### config.mk
export PLATFORM = sky130hd
export DESIGN_NAME = qout_fifo
export DESIGN_NICKNAME = d
export VERILOG_FILES = /design/src/rtl/qout_fifo.sv
export SDC_FILE = /design/constraint.sdc
export NUM_CORES = 1
export LEC_CHECK = 0
export ABC_AREA = 1
export CORE_AREA = 4 4 109 111
export DETAILED_ROUTE_END_ITERATION = 7
export DIE_AREA = 0 0 113 115
export PLACE_DENSITY_LB_ADDON = 0.15
export SYNTH_ARGS = -nofsm -noshare
export SYNTH_HDL_FRONTEND = slang
export SYNTH_SLANG_ARGS = --single-unit
### constraint.sdc
create_clock -name clk -period 1.9 [get_ports clk]
set_input_delay 0.38 -clock clk [delete_from_list [all_inputs] [get_ports clk]]
set_output_delay 0.38 -clock clk [all_outputs]
set_load 0.005 [all_outputs]
### src/rtl/qout_fifo.sv
// rtl/qout_fifo.sv - byte FIFO buffering the flipflop qout stream
// Registered read port with one-cycle valid strobe, occupancy and sticky error flags.
module qout_fifo #(
  parameter int WIDTH = 8,
  parameter int DEPTH = 8
) (
  input  logic                       clk,
  input  logic                       reset,
  input  logic [WIDTH-1:0]           din,
  input  logic                       wr_en,
  input  logic                       rd_en,
  input  logic                       clr_err,
  output logic [WIDTH-1:0]           dout,
  output logic                       dout_valid,
  output logic                       full,
  output logic                       empty,
  output logic [$clog2(DEPTH):0]     count,
  output logic                       overflow,
  output logic                       underflow
);

  localparam int AW = $clog2(DEPTH);
  localparam int CW = AW + 1;

  logic [WIDTH-1:0] mem_q [DEPTH];
  logic [AW-1:0]    wp_q, wp_d;
  logic [AW-1:0]    rp_q, rp_d;
  logic [CW-1:0]    count_q, count_d;
  logic [WIDTH-1:0] dout_q, dout_d;
  logic             dout_valid_q, dout_valid_d;
  logic             overflow_q, overflow_d;
  logic             underflow_q, underflow_d;
  logic             full_w, empty_w;
  logic             wr_acc, rd_acc;

  assign full_w  = (count_q == CW'(DEPTH));
  assign empty_w = (count_q == '0);

  // Acceptance is gated only by the registered count, so a full FIFO never
  // falls through and an empty FIFO never writes through.
  assign wr_acc = wr_en && !full_w;
  assign rd_acc = rd_en && !empty_w;

  always_comb begin
    wp_d         = wp_q;
    rp_d         = rp_q;
    count_d      = count_q;
    dout_d       = dout_q;
    dout_valid_d = 1'b0;
    overflow_d   = overflow_q;
    underflow_d  = underflow_q;

    if (wr_acc) wp_d = wp_q + AW'(1);
    if (rd_acc) begin
      rp_d         = rp_q + AW'(1);
      dout_d       = mem_q[rp_q];
      dout_valid_d = 1'b1;
    end

    if (wr_acc && !rd_acc)      count_d = count_q + CW'(1);
    else if (rd_acc && !wr_acc) count_d = count_q - CW'(1);

    // A fresh error in the same cycle as clr_err keeps the flag set.
    if (wr_en && full_w)       overflow_d = 1'b1;
    else if (clr_err)          overflow_d = 1'b0;
    if (rd_en && empty_w)      underflow_d = 1'b1;
    else if (clr_err)          underflow_d = 1'b0;
  end

  always_ff @(posedge clk or negedge reset) begin
    if (!reset) begin
      wp_q         <= '0;
      rp_q         <= '0;
      count_q      <= '0;
      dout_q       <= '0;
      dout_valid_q <= 1'b0;
      overflow_q   <= 1'b0;
      underflow_q  <= 1'b0;
    end else begin
      wp_q         <= wp_d;
      rp_q         <= rp_d;
      count_q      <= count_d;
      dout_q       <= dout_d;
      dout_valid_q <= dout_valid_d;
      overflow_q   <= overflow_d;
      underflow_q  <= underflow_d;
    end
  end

  always_ff @(posedge clk) begin
    if (wr_acc) mem_q[wp_q] <= din;
  end

  assign dout       = dout_q;
  assign dout_valid = dout_valid_q;
  assign full       = full_w;
  assign empty      = empty_w;
  assign count      = count_q;
  assign overflow   = overflow_q;
  assign underflow  = underflow_q;

endmodule

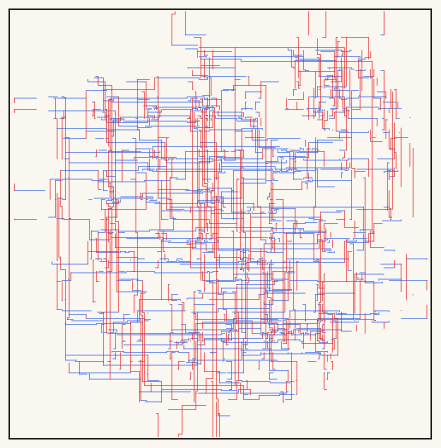
*Routed metal, one colour a layer, run 1*
Two of the layers only.
| layer | colour | wire length |
|---|---|---|
| metal 2 | red | 3720 um |
| metal 1 | blue | 3900 um |
DR WL/cell: 14.2 um
vias: 2542
Routed WL: 8060 um
Total GRT Usage: 13.4%

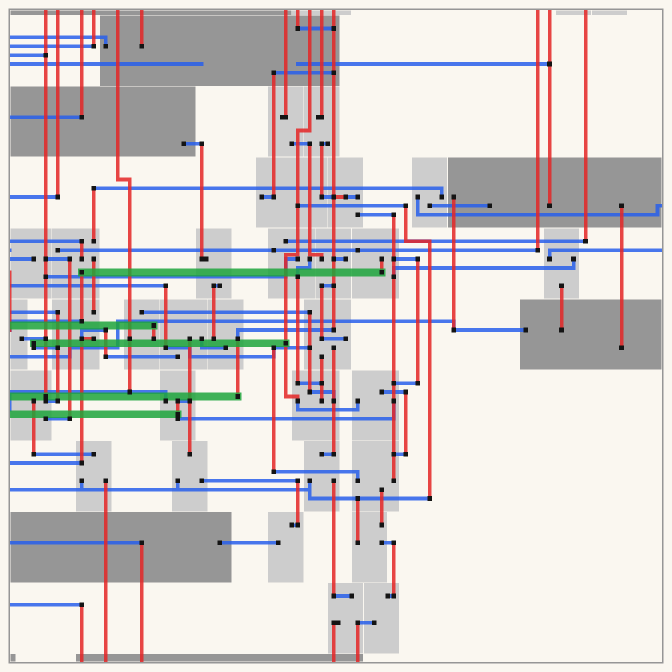
*Close-up of the layout, run 1*
Region (72, 16) to (97, 41) um. Cells in grey, sequential cells in the stronger grey; small squares are vias.
| layer | colour |
|---|---|
| metal 2 | red |
| metal 3 | green |
| metal 1 | blue |
cells with their middle in the window: 34
netlist names of flops here include: dout (2), mem_q (2)
sequential cells in the window: 5
most frequent: nand2_1 (11), nand3_1 (11), inv_1 (6)

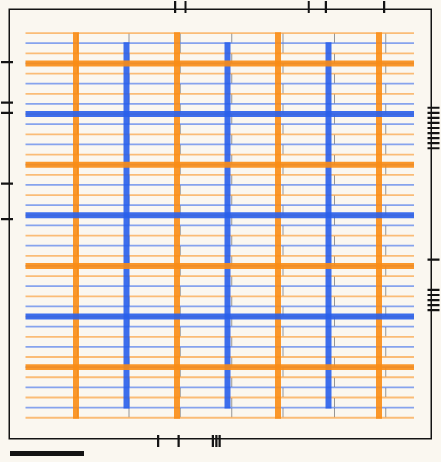
*Supply network, run 1*
The bar under the picture is 20 um long. Pins as bars on the die edge. Tap cells in grey.
| net | colour |
|---|---|
| VDD | blue |
| VSS | orange |
rows: 38
met5 straps: 7
met4 straps: 7
met1 rails: 39
Core Area: 10800 um^2
Worst VDD drop: 0.476 mV
die width: 113 um

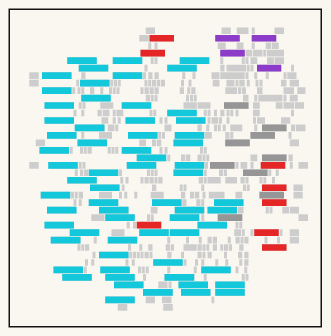
*Sequential cells coloured by netlist name, run 1*
| signal | colour | sequential cells |
|---|---|---|
| count | purple | 4 |
| mem_q | cyan | 64 |
| dout | red | 8 |
register area: 2450 um^2
Seq area share: 54.2%
Seq power: 2610 uW
final core occ: 41.9%

==> flow_metrics.tcl, run 1 <==
# yosys + openroad results
set metrics [dict create \
    warnings 28 \
    grt_pass1_vias 2413 \
    holdWs_ns 0.390 \
    dr.first_iter.drc_count 146 \
    max-cap-violations 0 \
    synth.cells.most_frequent "127 x nand2_1, 64 x edfxtp_1, 58 x inv_1" \
    postLayoutSetupSlackWorst_ns 0.0253 \
    numCtsBuffers 9 \
    clk_pin_slew_ns 0.08 \
    yosys.cell_types.count 23 \
    syn_inst 370 \
    num_antenna_cells 0 \
    fp_util_pct 35.0 \
    power_clock_uw 1100 \
    fillers 1081 \
    mi_logic_area_um2 1020 \
    min_path_type "primary input to asynchronous set/reset pin" \
    ant_nets 0 \
    run_status "finished, final reports clean" \
    synth-edff-count 64 \
    period_minus_slack_ns 1.87 \
    clockRootBuffer "clkbuf_8" \
    gp_congestion 0.776 \
    fin_area_um2 4520 \
    yosysChipArea_um2 3780 \
    seqPwrFrac_pct 40.8 \
    path_cells "nor2_2 > buf_4 > nand3_4 > buf_6 > nand2_4 > ha_4 > inv_4 > ha_4 > or2_4 > nand2_2 > nand3_2 > nand2_1 > nand2_1 > nand2_1" \
    p_sw_uw 2330 \
    dieArea_um2 13000 \
    lay_top_count "nand2_1" \
    via_per_inst 4.49 \
    rows 38 \
    max_stage_delay_ns 0.39 \
    clkSinkCount 85 \
    place_area_um2 4310 \
    final-setup-viol-count 0 \
    relSlewSlack_pct 75.4 \
    synth_seq_share_pct 64.8 \
    grt_overflow 0 \
    dp.cells 547 \
    crit_fanout 4 \
    critPathMostFrequentCell "nand2_1" \
    cp-end-kind "register" \
    syn2layout_area_growth_pct 19.6 \
    portBuffers 29 \
    cts_tree "yes" \
    netSwitchingFraction_pct 36.4 \
    power_frac_clock_pct 17.2 \
    rsz0062_at_grt "yes" \
    powerComb_uw 2680 \
    internal_power_uw 4070 \
    yosys.area.top_type "edfxtp_1" \
    insertion_delay_ns 0.34 \
    layoutNonFillerInstCount 566 \
    tightest_slew_ns 0.369 \
    slowest_stage "dfrtp_1" \
    power_leader "combinational logic" \
    fp_nets 389 \
    ys.flops 85 \
    combPwrFrac_pct 42.0 \
    skew_ns 0.00836 \
    grt_pass1_wl_um 13000 \
    required_ns 2.19 \
    ys_warn_count 0 \
    worstPathArrival_ns 2.16 \
    layout_top_cells "125 x nand2_1, 64 x edfxtp_1, 57 x inv_1" \
    final_nets 440 \
    place_ws_ns -0.105 \
    io_pins 30 \
    power_leakage_uw 0.00202 \
    top_cell "nand2_1" \
    tns_ns 0 \
    antenna_found_initial 0 \
    ys_cells 370 \
    drc 0 \
    synthArstFlopShare_pct 24.7 \
    crit_buf_inv 3 \
    drive_above_1_share_pct 12.7 \
    critPathKind "register to register" \
    hold_viol_final 0 \
    synth-main-ff-cell "edfxtp_1" \
    cp_top_family "simple AND/OR/NAND/NOR gates" \
    synth_top_area_share_pct 50.9 \
    power_uw 6390 \
    clockBufferDepth 2 \
    fmax_mhz 533 \
    p_per_area_nw_per_um2 1420 \
    firstDrtPassIters 5 \
]
-- run 1: final cells by class --
cell class	instances	area share, %
Multi-Input combinational cell	209	22.5
Clock inverter	2	0.222
Clock buffer	14	3.38
Inverter	63	5.35
Sequential cell	85	54.2
Timing Repair Buffer	53	10.5
Tap cell	140	3.88
-- run 1: layer usage --
| metal | track usage (%) | vias up | part of all wire [%] | wire length [um] |
|---|---|---|---|---|
| met5 | 0 | - | 0 | 0 |
| li1 | - | 1274 | - | - |
| met2 | 20.4 | 61 | 46 | 3720 |
| met3 | 2.37 | 8 | 4.1 | 328 |
| met1 | 19.1 | 1199 | 48 | 3900 |
| met4 | 5.37 | 0 | 1.4 | 109 |
-- run 1: state kept, by name, summed over array words and instances (netlist names) --
register,count
mem_q,64
underflow,1
dout,8
dout_valid,1
rp_q,3
overflow,1
count,4
wp_q,3
-- run 1: cell families (layout without fill, tap and decap cells) --
| logic type | count (synthesis) | count (layout) | synth area share [%] |
|---|---|---|---|
| flops | 85 | 85 | 64.8 |
| compound gates | 5 | 5 | 0.662 |
| fa+ha+maj | 6 | 6 | 2.19 |
| simple gates | 195 | 195 | 21.8 |
| buf+inv | 76 | 132 | 9.64 |
| xor+xnor | 3 | 3 | 0.895 |
-- run 1: path summary, 6_finish.rpt --
check,start,to,slack [ns],cells past startpoint
worst max-delay path,count[1],count[3],0.03,14
worst min-delay path,reset,dout[6],0.39,2
worst max register to register,count[1],count[3],0.03,14
worst min register to register,dout[5],dout[5],0.48,2
max in group asynchronous,reset,rp_q[1],1.28,2
min in group clk,dout[5],dout[5],0.48,2
-- run 1: timing repair --
action,CTS,global route
setup buffers,2,1
pin swaps,2,6
gates resized,2,7
endpoints found under the setup margin,2,3
gates cloned,0,0
### Routing congestion map, run 1

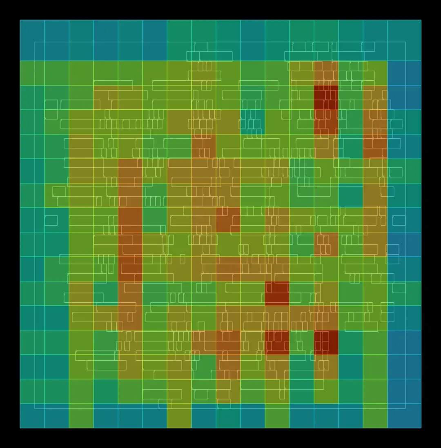

==> inputs of run 2 (changes only) <==
--- a/config.mk
+++ b/config.mk
@@ -7,9 +7,11 @@
 export LEC_CHECK = 0
 export ABC_AREA = 1
 export CORE_AREA = 4 4 109 111
+export CTS_CLUSTER_DIAMETER = 30
 export DETAILED_ROUTE_END_ITERATION = 7
 export DIE_AREA = 0 0 113 115
 export PLACE_DENSITY_LB_ADDON = 0.15
+export SKIP_CTS_REPAIR_TIMING = 1
 export SYNTH_ARGS = -nofsm -noshare
 export SYNTH_HDL_FRONTEND = slang
 export SYNTH_SLANG_ARGS = --single-unit
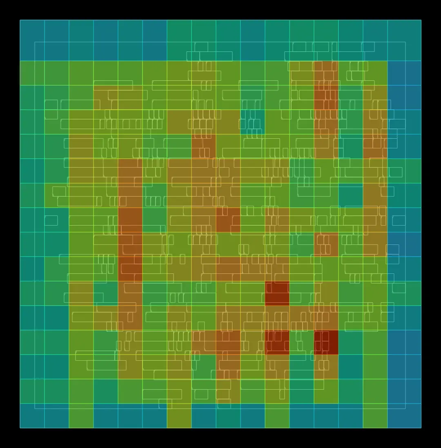
*Routing congestion map, run 2*
most used routing layer in global routing: met2
grt met2 use: 20.3%

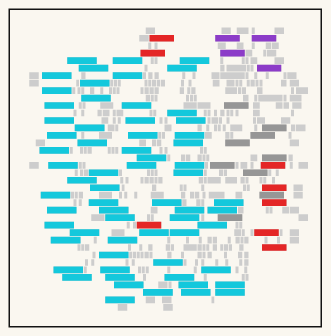
*Sequential cells coloured by netlist name, run 2*
Seq area share: 54.6%
final core occ: 41.6%

==> flow_metrics.tcl, run 2 <==
# yosys + openroad results
set metrics [dict create \
    fp_util_pct 35.0 \
    yosysChipArea_um2 3780 \
    finalMaxSlewViolations 0 \
    ir_drop_mv 0.474 \
    skew_ns 0.00842 \
    p_per_area_nw_per_um2 1410 \
    fmax_mhz 556 \
    grt_pass1_vias 2397 \
    synth.cells.most_frequent "127 x nand2_1, 64 x edfxtp_1, 58 x inv_1" \
    num_antenna_cells 0 \
    crit_buf_inv 2 \
    lay_top_count "nand2_1" \
    top_cell "nand2_1" \
    gp_congestion 0.776 \
    drc 0 \
    clockBufferDepth 2 \
    fillers 1083 \
    startpoint "count[0]" \
    yosys.cell_types.count 23 \
    place_ws_ns -0.105 \
    ys_warn_count 0 \
    cp_top_family "simple AND/OR/NAND/NOR gates" \
    layout_top_cells "126 x nand2_1, 64 x edfxtp_1, 55 x inv_1" \
    warnings 26 \
    grt_pass1_wl_um 13000 \
    fin_area_um2 4490 \
    critPathMostFrequentCell "nand2_1" \
    r2r_start "count[0]" \
    insertion_delay_ns 0.34 \
    antenna_found_initial 0 \
    dr.first_iter.drc_count 155 \
    worstPathArrival_ns 2.08 \
    portBuffers 29 \
    drive_above_1_share_pct 12.3 \
    critPathKind "register to register" \
    syn2layout_area_growth_pct 18.7 \
    grt_util_all_layers_pct 13.4 \
    relSlewSlack_pct 75.0 \
    firstDrtPassIters 4 \
    postLayoutSetupSlackWorst_ns 0.103 \
    synth-main-ff-cell "edfxtp_1" \
    layoutNonFillerInstCount 564 \
    cp-end-kind "register" \
    synth_seq_share_pct 64.8 \
    hpwl_um 5580 \
    synth-edff-count 64 \
    final_nets 438 \
    vias 2531 \
    clockRootBuffer "clkbuf_8" \
    totalWireLength_um 8050 \
    via_per_inst 4.49 \
    numCtsBuffers 9 \
    required_ns 2.19 \
    max_stage_delay_ns 0.40 \
    post_drt_wl_per_cell_um 14.3 \
    io_pins 30 \
    die_w_um 113 \
    ff2ff_setup_slack_ns 0.10 \
    ant_nets 0 \
    grt_overflow 0 \
    synthArstFlopShare_pct 24.7 \
    power_leakage_uw 0.00203 \
    period_minus_slack_ns 1.80 \
    fp_nets 389 \
    syn_inst 370 \
    ys_cells 370 \
    run_status "finished, final reports clean" \
    hold_viol_final 0 \
    slowest_stage "dfrtp_1" \
    ys.flops 85 \
    final-setup-viol-count 0 \
    crit_fanout 4 \
    max-cap-violations 0 \
    largest-register "mem_q" \
    tightest_slew_ns 0.376 \
    clkSinkCount 85 \
    path_cells "nor2_2 > nand3_2 > nand2_2 > inv_2 > ha_4 > inv_4 > ha_4 > or2_4 > nand2_2 > nand3_1 > nand2_1 > nand2_1 > nand2_1" \
    place_area_um2 4310 \
    min_path_type "primary input to asynchronous set/reset pin" \
    synth_top_area_share_pct 50.9 \
    clk_pin_slew_ns 0.08 \
    dieArea_um2 13000 \
    rows 38 \
    largest_reg_flops 64 \
]
-- run 2: through the flow --
stage / power (uW) / util, % / hold slack [ns] / TNS (ns)
final: 6330 / 41.6 / 0.388 / 0
after global routing: 6880 / 41.6 / 0.416 / -0.00818
after floorplan: 4380 / - / 0.0844 / 0
after CTS: 6390 / 41.4 / 0.381 / -0.163
after detailed placement: 5270 / 39.9 / 0.466 / -1.16
after global placement: 5260 / 39.9 / 0.467 / -0.850
-- run 2: where the power goes --
group          total [uW]  internal [uW]  switching (uW)
clock                1100            510             590
sequential           2610           2430             183
combinational        2620           1090            1530
-- run 2: worst max-delay path by stage --
stage | cells after the start | to | slack [ns]
floorplan | 12 | count[3] | 0.02
global placement | 11 | count[3] | -0.09
detailed placement | 11 | count[3] | -0.10
CTS | 4 | empty | -0.09
global route | 13 | count[3] | -0.008
finish | 13 | count[3] | 0.10
-- run 2: cell families (layout without fill, tap and decap cells) --
logic type | Yosys count | count (layout) | share of synthesized area (%)
AND/OR/NAND/NOR | 195 | 195 | 21.8
flip-flops | 85 | 85 | 64.8
buffers and inverters | 76 | 130 | 9.64
adder cells (fa/ha/maj) | 6 | 6 | 2.19
AND-OR/OR-AND | 5 | 5 | 0.662
XOR/XNOR | 3 | 3 | 0.895
-- run 2: cell type report --
cell class / count / area [um^2] / share of cell area, %
flip-flops and latches: 85 / 2450 / 54.6
clock inverters: 2 / 10.0 / 0.223
inverters: 63 / 241 / 5.38
well taps: 140 / 175 / 3.91
multi-input cells: 209 / 996 / 22.2
clock buffers: 14 / 153 / 3.40
repair buffers: 51 / 463 / 10.3
-- run 2: metal layers --
| layer | global-route usage (%) | part of all wire (%) |
|---|---|---|
| met5 | 0 | 0 |
| met4 | 5.37 | 1.6 |
| met3 | 2.37 | 4.9 |
| met2 | 20.3 | 45 |
| met1 | 19.1 | 49 |
Power is estimated from default activity; no workload was simulated.
